==> config.mk <==
export PLATFORM = sky130hd
export DESIGN_NAME = sbiu_ds_rcvr
export DESIGN_NICKNAME = d
export VERILOG_FILES = /design/src/rtl/sbiu_pkg.sv /design/src/rtl/sbiu_sync_fifo.sv /design/src/rtl/sbiu_ds_rcvr.sv
export SDC_FILE = /design/constraint.sdc
export NUM_CORES = 1
export LEC_CHECK = 0
export CORE_UTILIZATION = 30
export CTS_CLUSTER_DIAMETER = 50
export CTS_CLUSTER_SIZE = 12
export DETAILED_ROUTE_END_ITERATION = 16
export PLACE_DENSITY_LB_ADDON = 0.2
export SYNTH_ARGS = -nofsm -noshare
export SYNTH_HDL_FRONTEND = slang
export SYNTH_HIERARCHICAL = 1
export SYNTH_SLANG_ARGS = --single-unit
==> constraint.sdc <==
create_clock -name clk -period 9.1 [get_ports clk]
set_clock_uncertainty 0.2 [all_clocks]
set_input_delay 1.365 -clock clk [delete_from_list [all_inputs] [get_ports clk]]
set_output_delay 1.365 -clock clk [all_outputs]
set_load 0.005 [all_outputs]
==> src/rtl/sbiu_pkg.sv <==
// Shared types and default widths for the SBIU downstream receiver.
package sbiu_pkg;

    localparam int ADR_W_DEF  = 8;
    localparam int DATA_W_DEF = 32;

    typedef struct packed {
        logic [ADR_W_DEF-1:0]  src;
        logic [ADR_W_DEF-1:0]  dst;
        logic [DATA_W_DEF-1:0] data;
    } ds_beat_t;

    typedef enum logic {
        IDLE = 1'b0,
        GNT  = 1'b1
    } ds_rcvr_state_e;

endpackage

==> src/rtl/sbiu_sync_fifo.sv <==
// Synchronous first-word fall-through FIFO; the head is always visible on dout.
module sbiu_sync_fifo
    import sbiu_pkg::*;
#(
    parameter type T     = ds_beat_t,
    parameter int  DEPTH = 8,
    localparam int PTR_W = $clog2(DEPTH)
) (
    input  logic           clk,
    input  logic           rst_b,
    input  logic           push,
    input  logic           pop,
    input  T               din,
    output T               dout,
    output logic [PTR_W:0] count,
    output logic           full,
    output logic           empty
);

    T                 mem [DEPTH];
    logic [PTR_W-1:0] wr_ptr;
    logic [PTR_W-1:0] rd_ptr;
    logic             do_push;
    logic             do_pop;

    assign full    = (count == (PTR_W+1)'(DEPTH));
    assign empty   = (count == '0);
    assign do_push = push && !full;
    assign do_pop  = pop && !empty;
    assign dout    = mem[rd_ptr];

    // NOTE: storage has no reset; only pointers and count define what is valid.
    always_ff @(posedge clk) begin
        if (do_push) mem[wr_ptr] <= din;
    end

    // NOTE: all state uses non-blocking assignments so every flop sees pre-edge values.
    always_ff @(posedge clk or negedge rst_b) begin
        if (!rst_b) begin
            wr_ptr <= '0;
            rd_ptr <= '0;
            count  <= '0;
        end else begin
            if (do_push) wr_ptr <= wr_ptr + PTR_W'(1);
            if (do_pop)  rd_ptr <= rd_ptr + PTR_W'(1);
            case ({do_push, do_pop})
                2'b10:   count <= count + (PTR_W+1)'(1);
                2'b01:   count <= count - (PTR_W+1)'(1);
                default: count <= count;
            endcase
        end
    end

endmodule

==> src/rtl/sbiu_ds_rcvr.sv <==
// SBIU downstream responder: grants the bus, stalls on a full FIFO and
// queues each accepted beat for the downstream consumer.
module sbiu_ds_rcvr
    import sbiu_pkg::*;
#(
    parameter int ADR_W  = ADR_W_DEF,
    parameter int DATA_W = DATA_W_DEF,
    parameter int DEPTH  = 8,
    parameter int CNT_W  = 16
) (
    input  logic              clk,
    input  logic              rst_b,
    input  logic              bus_req,
    output logic              bus_gnt,
    output logic              wait_sig,
    input  logic              valid,
    input  logic [ADR_W-1:0]  src_adr_out,
    input  logic [ADR_W-1:0]  dst_adr_out,
    input  logic [DATA_W-1:0] data_out,
    output logic              o_valid,
    input  logic              o_ready,
    output logic [ADR_W-1:0]  o_src,
    output logic [ADR_W-1:0]  o_dst,
    output logic [DATA_W-1:0] o_data,
    output logic [CNT_W-1:0]  xfer_cnt,
    output logic [CNT_W-1:0]  beat_cnt,
    output logic              err_proto
);

    localparam int PTR_W = $clog2(DEPTH);

    typedef struct packed {
        logic [ADR_W-1:0]  src;
        logic [ADR_W-1:0]  dst;
        logic [DATA_W-1:0] data;
    } beat_t;

    ds_rcvr_state_e  state;
    ds_rcvr_state_e  state_nxt;
    beat_t           beat_in;
    beat_t           beat_out;
    logic [PTR_W:0]  fifo_cnt;
    logic            fifo_full;
    logic            fifo_empty;
    logic            accept;
    logic            pop;
    logic            xfer_done;

    assign bus_gnt   = (state == GNT);
    // Stall depends only on the registered count, so a same-cycle pop never frees a slot.
    assign wait_sig  = bus_gnt && fifo_full;
    assign accept    = valid && bus_gnt && !wait_sig;
    assign pop       = o_valid && o_ready;
    assign xfer_done = (state == GNT) && !bus_req;
    assign beat_in   = '{src: src_adr_out, dst: dst_adr_out, data: data_out};

    assign o_valid = !fifo_empty;
    assign o_src   = beat_out.src;
    assign o_dst   = beat_out.dst;
    assign o_data  = beat_out.data;

    sbiu_sync_fifo #(
        .T     (beat_t),
        .DEPTH (DEPTH)
    ) u_fifo (
        .clk   (clk),
        .rst_b (rst_b),
        .push  (accept),
        .pop   (pop),
        .din   (beat_in),
        .dout  (beat_out),
        .count (fifo_cnt),
        .full  (fifo_full),
        .empty (fifo_empty)
    );

    always_ff @(posedge clk or negedge rst_b) begin
        if (!rst_b) state <= IDLE;
        else        state <= state_nxt;
    end

    // NOTE: next-state is defaulted first so no path through the case infers a latch.
    always_comb begin
        state_nxt = state;
        case (state)
            IDLE: if (bus_req && (fifo_cnt < (PTR_W+1)'(DEPTH))) state_nxt = GNT;
            GNT:  if (!bus_req) state_nxt = IDLE;
            default: state_nxt = IDLE;
        endcase
    end

    always_ff @(posedge clk or negedge rst_b) begin
        if (!rst_b) begin
            xfer_cnt  <= '0;
            beat_cnt  <= '0;
            err_proto <= 1'b0;
        end else begin
            if (xfer_done)          xfer_cnt  <= xfer_cnt + CNT_W'(1);
            if (accept)             beat_cnt  <= beat_cnt + CNT_W'(1);
            if (valid && !bus_gnt)  err_proto <= 1'b1;
        end
    end

endmodule

==> metrics.csv, run 1 <==
metric,value,unit
outcome,finished clean,
power_density,303,nW/um^2
boundaryPins,137,
vias,7829,
yosys_warnings,6,
p_total,6270,uW
tritoncts,built,
cts_made_buffers,54,
setup_violations,0,
clock_path_buffers,3,
async_flop_share,10.3,%
min_path_cells,1,
top_area_cell,edfxtp_1,
clk_pin_slew,0.05,ns
max_cap_viol_count,0,
start_kind,register,
endpoint_kind,output port,
yosysUniqueCellTypes,47,
gp_congestion,0.686,
min_period_over_period,55.7,%
fp_util,30.3,%
cts-root-buf,clkbuf_16,
final_cells,1714,
pwr-share-clk,32.7,%
cpPeakStageDelay,0.87,ns
critPathSlowestCell,dfrtp_4,
rsz0062_at_grt,no,
pre_cts_slack,4.53,ns
edf_count,384,
ant_nets,0,
synthesis.instances,753,
placed_cells,1622,
drive_above_1_share,27.2,%
grt_pass1_vias,8469,
p_leak,0.00680,uW
via_per_inst,4.57,
hold_viol,0,
dr.pass1.iters,4,
r2r-start,u_fifo/count[2],
ys.flop_type,edfxtp_1,
clock-sinks,428,
cp.depth,4,
wire_per_inst,20.7,um
ys_sh_simple,2.95,%
top_register,u_fifo/mem,
finalNetCount,991,
rr_worst_depth,10,
rows,86,
io_buffers,136,
startpoint,u_fifo/rd_ptr[1],
min_to,err_proto,
ys_seq_elements,428,
crit_arrival,3.50,ns
r2r_slack,5.53,ns
fin_crit,5.07,ns
placed_area,19000,sq um
grt.overflow.total,0,
avgSynthCellArea,22.2,sq um
worst_slew_pin_slew,1.00,ns
crit_fanout,57,
tool_warnings,26,
synth_seq_share,75.7,%
swShare,27.1,%
reg_top3,"u_fifo/mem (384), beat_cnt (16), xfer_cnt (16)",
die_h,238,um
final_cell_mix,"384 x edfxtp_1, 135 x clkdlybuf4s50_1, 96 x mux4_2",
path_cells,buf_4 > mux4_2 > mux2_2 > clkdlybuf4s50_1,
slew_headroom,33.1,%
totalNegativeSetupSlack,0,ns
synth-compound-area-share,0.442,%
seqCellArea,12600,sq um
hold_path.class,register to register,
top_cell_area_share,69.1,%
r2r-end,u_fifo/count[3],
seq_power_share,39.9,%
yosys-stat-area,16700,sq um
area_delta_synth_final,24.0,%
wl,35.5,mm
drt_iter0_markers,524,
p_int,4570,uW
required,7.54,ns
netSwitchingPower,1700,uW
hp-start,err_proto,
track_usage,12.9,%
die_width,238,um
synth.area.mux_share,17.1,%
post_cts_resized,0,
-- run 1: cell type report --
type | instances | area share, %
sequential | 428 | 61.1
multi-input combinational | 285 | 18.9
timing repair buffer | 149 | 7.02
clock buffer | 61 | 6.76
tap | 748 | 4.52
clock inverter | 31 | 1.53
inverter | 12 | 0.218
-- run 1: power groups by stage --
| stage | Sequential, uW | Clock, uW | Combinational (uW) |
|---|---|---|---|
| 2_1_floorplan | 2430 | 0 | 1140 |
| 3_3_place_gp | 2550 | 0 | 1760 |
| 3_5_place_dp | 2550 | 0 | 1770 |
| 4_1_cts | 2510 | 2110 | 1770 |
| 5_1_grt | 2530 | 2190 | 1860 |
| 6_report | 2500 | 2050 | 1710 |
-- run 1: cells in the mapped netlist, types with 2 or more instances --
library cell,n
mux2_2,19
xnor2_1,26
nor3_1,4
nand2b_1,3
mux4_2,96
nor2_1,13
xor2_1,10
buf_6,4
nand3b_1,2
a21oi_1,2
nand2_1,23
nor3b_1,3
or4b_1,2
mux2_4,30
edfxtp_1,384
buf_2,9
ha_1,7
mux2_1,2
inv_1,11
nor3_2,2
clkbuf_1,13
nand4_1,7
dfrtp_1,44
nand3_1,12
nor4_1,3
-- run 1: cells by family (layout without fill, tap and decap cells) --
logic type | after synthesis | count (layout)
AOI/OAI and AO/OA | 9 | 9
xor gates and xnor gates | 36 | 36
adders and majority gates | 8 | 8
buffers and inverters | 40 | 253
DFF | 428 | 428
muxes | 148 | 148
and+or+nand+nor | 84 | 84
-- run 1: routing by layer --
metal	global-route usage (%)	wire length [um]	share of wire (%)
met3	3.00	1660	4.7
met2	20.3	16700	47
met5	0	23	0.065
met1	17.6	16400	46
met4	4.18	787	2.2
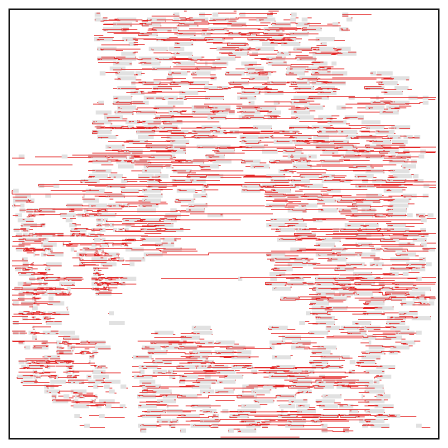
Figure 1: run 1, the metal 1 layer.
Cells faint in the background.
share of all routed wire: 46%
wire length on this layer: 16400 um
nets with wire on the layer: 924
longest straight run: 91.5 um
main direction: horizontal

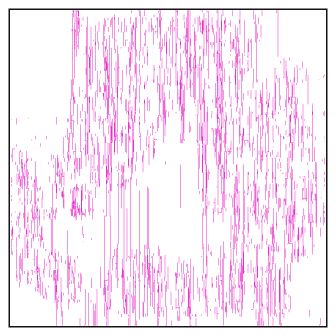
Figure 2: run 1, the metal 2 layer.
share of all routed wire: 47%
wire length on this layer: 16700 um
longest straight run: 84.8 um
main direction: vertical

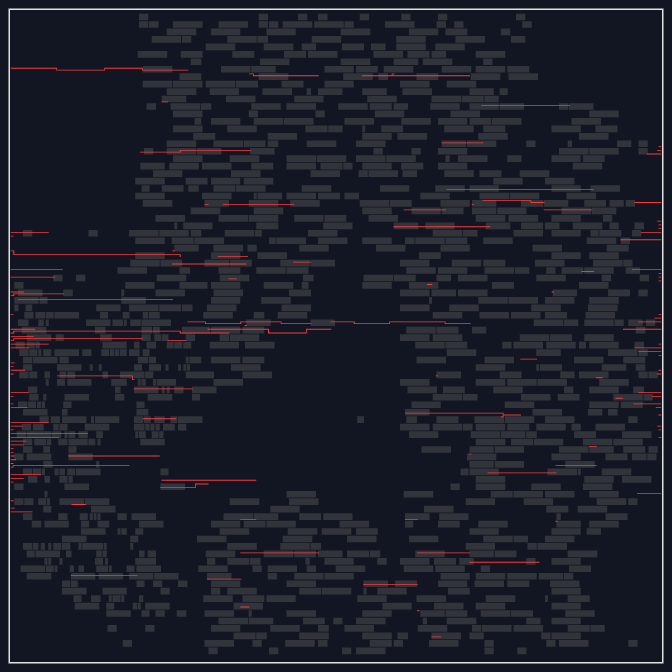
Figure 3: run 1, the metal 3 layer.
Cells faint in the background.
nets with wire on the layer: 86
main direction: horizontal
wire length on this layer: 1660 um
share of all routed wire: 4.7%

==> run 2, diff against run 1 <==
==> constraint.sdc (replaced) <==
create_clock -name clk -period 4.37 [get_ports clk]
set_clock_uncertainty 0.2 [all_clocks]
set_input_delay 0.6555 -clock clk [delete_from_list [all_inputs] [get_ports clk]]
set_output_delay 0.6555 -clock clk [all_outputs]
set_load 0.005 [all_outputs]
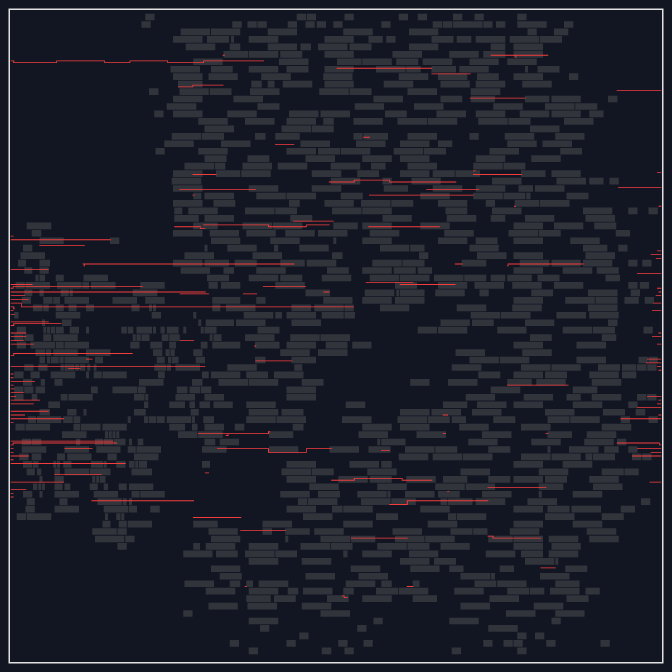
Figure 4: run 2, the metal 3 layer.
Cells faint in the background.
nets with wire on the layer: 90
share of all routed wire: 5.5%
wire length on this layer: 1900 um
main direction: horizontal
longest straight run: 121 um

==> metrics.csv, run 2 <==
metric,value,unit,change
outcome,finished clean,,
cts-root-buf,clkbuf_16,,
p_total,12700,uW,+100%
boundaryPins,137,,unchanged
top_cell_area_share,69.1,%,unchanged
edf_count,384,,unchanged
die_width,238,um,unchanged
hold_viol,0,,unchanged
totalNegativeSetupSlack,0,ns,unchanged
track_usage,12.6,%,-0.26 points
clock_path_buffers,3,,unchanged
ys_seq_elements,428,,unchanged
p_leak,0.00674,uW,-0.82%
yosysUniqueCellTypes,47,,unchanged
vias,7744,,-1.1%
io_buffers,136,,unchanged
required,3.51,ns,-4.03 ns
async_flop_share,10.3,%,unchanged
finalNetCount,991,,unchanged
min_period_over_period,88.0,%,
wire_per_inst,20.3,um,-2.2%
post_cts_resized,0,,unchanged
clk_pin_slew,0.06,ns,about the same
fp_util,30.3,%,unchanged
yosys_warnings,6,,unchanged
common_cells,"384 x edfxtp_1, 96 x mux4_2, 44 x dfrtp_1",,
clock-sinks,428,,unchanged
slew_headroom,31.6,%,-1.6 points
ys.flop_type,edfxtp_1,,
worst_slew_pin_slew,1.03,ns,+0.0235 ns
rows,86,,unchanged
hold_path.class,input pin to async pin,,
power_density,614,nW/um^2,+100%
die_h,238,um,unchanged
ant_nets,0,,unchanged
placed_cells,1627,,+0.31%
top_register,u_fifo/mem,,
grt.overflow.total,0,,unchanged
dr.pass1.iters,4,,unchanged
yosys-stat-area,16700,sq um,unchanged
rsz0062_at_grt,no,,
tritoncts,built,,
pre_cts_slack,0.881,ns,-3.65 ns
tool_warnings,26,,unchanged
reg_top3,"u_fifo/mem (384), beat_cnt (16), xfer_cnt (16)",,
run 2: layout make-up:
cell class              instances  area, sq um
fillers                      5014        34300
flip-flops and latches        428        12600
multi-input cells             285         3920
repair buffers                154         1640
clock buffers                  55         1250
well taps                     748          936
clock inverters                25          231
inverters                      12         45.0
run 2: logic make-up (layout without fill, tap and decap cells):
| family | Yosys count | after routing | share of synthesized area, % |
|---|---|---|---|
| AND-OR/OR-AND | 9 | 9 | 0.442 |
| XOR/XNOR | 36 | 36 | 1.89 |
| adder cells (fa/ha/maj) | 8 | 8 | 0.645 |
| buffers and inverters | 40 | 246 | 1.24 |
| flip-flops | 428 | 428 | 75.7 |
| multiplexers | 148 | 148 | 17.1 |
| AND/OR/NAND/NOR | 84 | 84 | 2.95 |
run 2: critical path: stages, from the launching register on:
cell	delay, ns
dfrtp_4	0.75
buf_12	0.35
mux4_2	0.56
mux2_4	0.28
clkdlybuf4s50_1	0.45
run 2: report_power, final:
group	internal, uW	switching, uW
sequential	4830	430
combinational	2220	1410
clock	2230	1580
run 2: final timing paths:
check | to | slack [ns] | cells past startpoint | startpoint
max in group asynchronous | u_fifo/rd_ptr[0] | 3.14 | 1 | rst_b
hold reg to reg | xfer_cnt[15] | 0.27 | 1 | xfer_cnt[15]
min in group clk | xfer_cnt[15] | 0.27 | 1 | xfer_cnt[15]
setup reg to reg | u_fifo/count[3] | 0.96 | 10 | u_fifo/count[2]
hold / removal | xfer_cnt[14] | 0.06 | 1 | rst_b
setup / recovery | o_dst[0] | 0.52 | 4 | u_fifo/rd_ptr[0]
run 2: per-layer routing:
layer / GRT usage, % / part of all wire [%] / vias to the layer above
met2: 20.2 / 47 / 154
met5: 0 / 0.13 / -
li1: - / - / 3445
met1: 16.8 / 45 / 4075
met3: 3.69 / 5.5 / 64
met4: 3.25 / 2.0 / 6
==> run 3, diff against run 2 <==
==> constraint.sdc (replaced) <==
create_clock -name clk -period 3.8 [get_ports clk]
set_clock_uncertainty 0.2 [all_clocks]
set_input_delay 0.57 -clock clk [delete_from_list [all_inputs] [get_ports clk]]
set_output_delay 0.57 -clock clk [all_outputs]
set_load 0.005 [all_outputs]
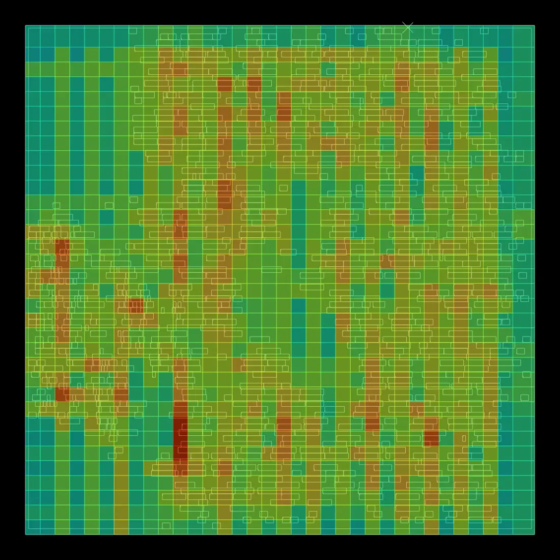
Figure 5: run 3, routing congestion map.
gr usage total: 12.7%
GRT met3 Usage: 3.62%
GR Util met1: 16.7%

==> metrics.csv, run 3 <==
metric,value,unit,change
nMultiInputCombCells,285,,unchanged
die_width,238,um,unchanged
seqCellArea,12600,sq um,unchanged
violations,design-rule violations,,
fp_util,30.3,%,unchanged
ys.flop_type,edfxtp_1,,
reg_top3,"u_fifo/mem (384), beat_cnt (16), xfer_cnt (16)",,
common_cells,"384 x edfxtp_1, 96 x mux4_2, 44 x dfrtp_1",,
rsz0062_at_grt,no,,
worst_slew_pin_slew,1.01,ns,-0.0209 ns
grt.overflow.total,0,,unchanged
ys_sh_simple,2.95,%,unchanged
totalNegativeSetupSlack,0,ns,unchanged
boundaryPins,137,,unchanged
yosys_warnings,6,,unchanged
required,3.03,ns,-0.48 ns
synth-xor-area-share,1.89,%,unchanged
endpoint,o_src[4],,
nClkBuffers,52,,-5.5%
tool_warnings,27,,+3.8%
edf_count,384,,unchanged
critPathSlowestCell,dfrtp_4,,
non_clock_buffer_area_share,8.12,%,+0.18 points
cpPeakStageDelay,0.62,ns,-0.13 ns
yosysUniqueCellTypes,47,,unchanged
nNonClkInverters,12,,unchanged
comb_area,3920,sq um,unchanged
synth.comb.largest_family,multiplexers,,
p_total,14600,uW,+15%
tritoncts,built,,
cp.depth,4,,unchanged
cts-root-buf,clkbuf_16,,
clkCellAreaFrac,7.08,%,-0.086 points
slew_headroom,33.0,%,+1.4 points
async_flop_share,10.3,%,unchanged
clk_pin_slew,0.06,ns,about the same
path_buffers,2,,unchanged
finalNetCount,991,,unchanged
r2r-end,u_fifo/count[3],,
p_leak,0.00677,uW,+0.38%
synth.area.mux_share,17.1,%,unchanged
r2r_slack,0.35,ns,-0.61 ns
r2r-start,u_fifo/count[0],,
rows,86,,unchanged
hold_viol,0,,unchanged
hold_path.class,register to register,,
path_cells,buf_16 > mux4_2 > mux2_2 > clkdlybuf4s50_1,,
top_cell_area_share,69.1,%,unchanged
drc,1,,
dr.pass1.iters,10,,+6
clock-sinks,428,,unchanged
fillers,5001,,-0.26%
power_density,705,nW/um^2,+15%
hp-start,err_proto,,
rr_worst_depth,10,,unchanged
crit_family,multiplexers,,
wire_per_inst,20.4,um,+0.85%
outcome,finished with violations,,
comb_share,18.9,%,-0.021 points
synth-compound-area-share,0.442,%,unchanged
dominant_cells,registers,,
## run 3: kinds of logic (layout without fill, tap and decap cells)
family,after synthesis,count (layout)
buffers and inverters,40,245
AOI/OAI and AO/OA,9,9
xor gates and xnor gates,36,36
and+or+nand+nor,84,84
adders and majority gates,8,8
muxes,148,148
DFF,428,428
## run 3: timing repair
action / in CTS / in global routing
hold buffers: 1 / 0
gates resized: 0 / 4
setup endpoints to repair: 0 / 6
setup buffers: 0 / 0
endpoints found under the hold margin: 44 / 0
## run 3: worst register-to-register path: cells and delay by family, from the launching register on
kind                     cells  cell delay (ns)
AND/OR/NAND/NOR              4             1.49
adder cells (fa/ha/maj)      2             0.68
flip-flops                   1             0.46
buffers and inverters        2             0.26
AND-OR/OR-AND                2             0.25
## run 3: how the worst min path moves through the flow
stage                        end  slack, ns  cells after the start
floorplan            beat_cnt[0]       0.07                      0
global placement    xfer_cnt[15]       0.26                      1
detailed placement     err_proto       0.25                      1
CTS                 beat_cnt[15]       0.28                      1
global route        xfer_cnt[15]       0.30                      1
finish                 err_proto       0.27                      1
## run 3: where the power goes
part / internal, uW / switching, uW / total [uW]
logic: 2570 / 1690 / 4270
clock network: 2510 / 1840 / 4350
registers: 5550 / 410 / 5960
## run 3: layer usage
| metal | global-route usage (%) | vias to the layer above | wire, um |
|---|---|---|---|
| met1 | 16.7 | 4077 | 15800 |
| met2 | 20.3 | 139 | 16700 |
| met3 | 3.62 | 58 | 1720 |
| li1 | - | 3451 | - |
| met4 | 3.64 | 4 | 694 |
| met5 | 0 | - | 23 |
## run 3: metrics by stage
stage | util [%] | setup WS (ns)
final | 37.6 | 0.167
after floorplan | - | -0.139
after CTS | 37.6 | 0.0150
after global placement | 34.9 | 0.390
after global routing | 37.6 | 0.0135
after detailed placement | 34.9 | 0.338
Power and IR drop assume default switching activity.
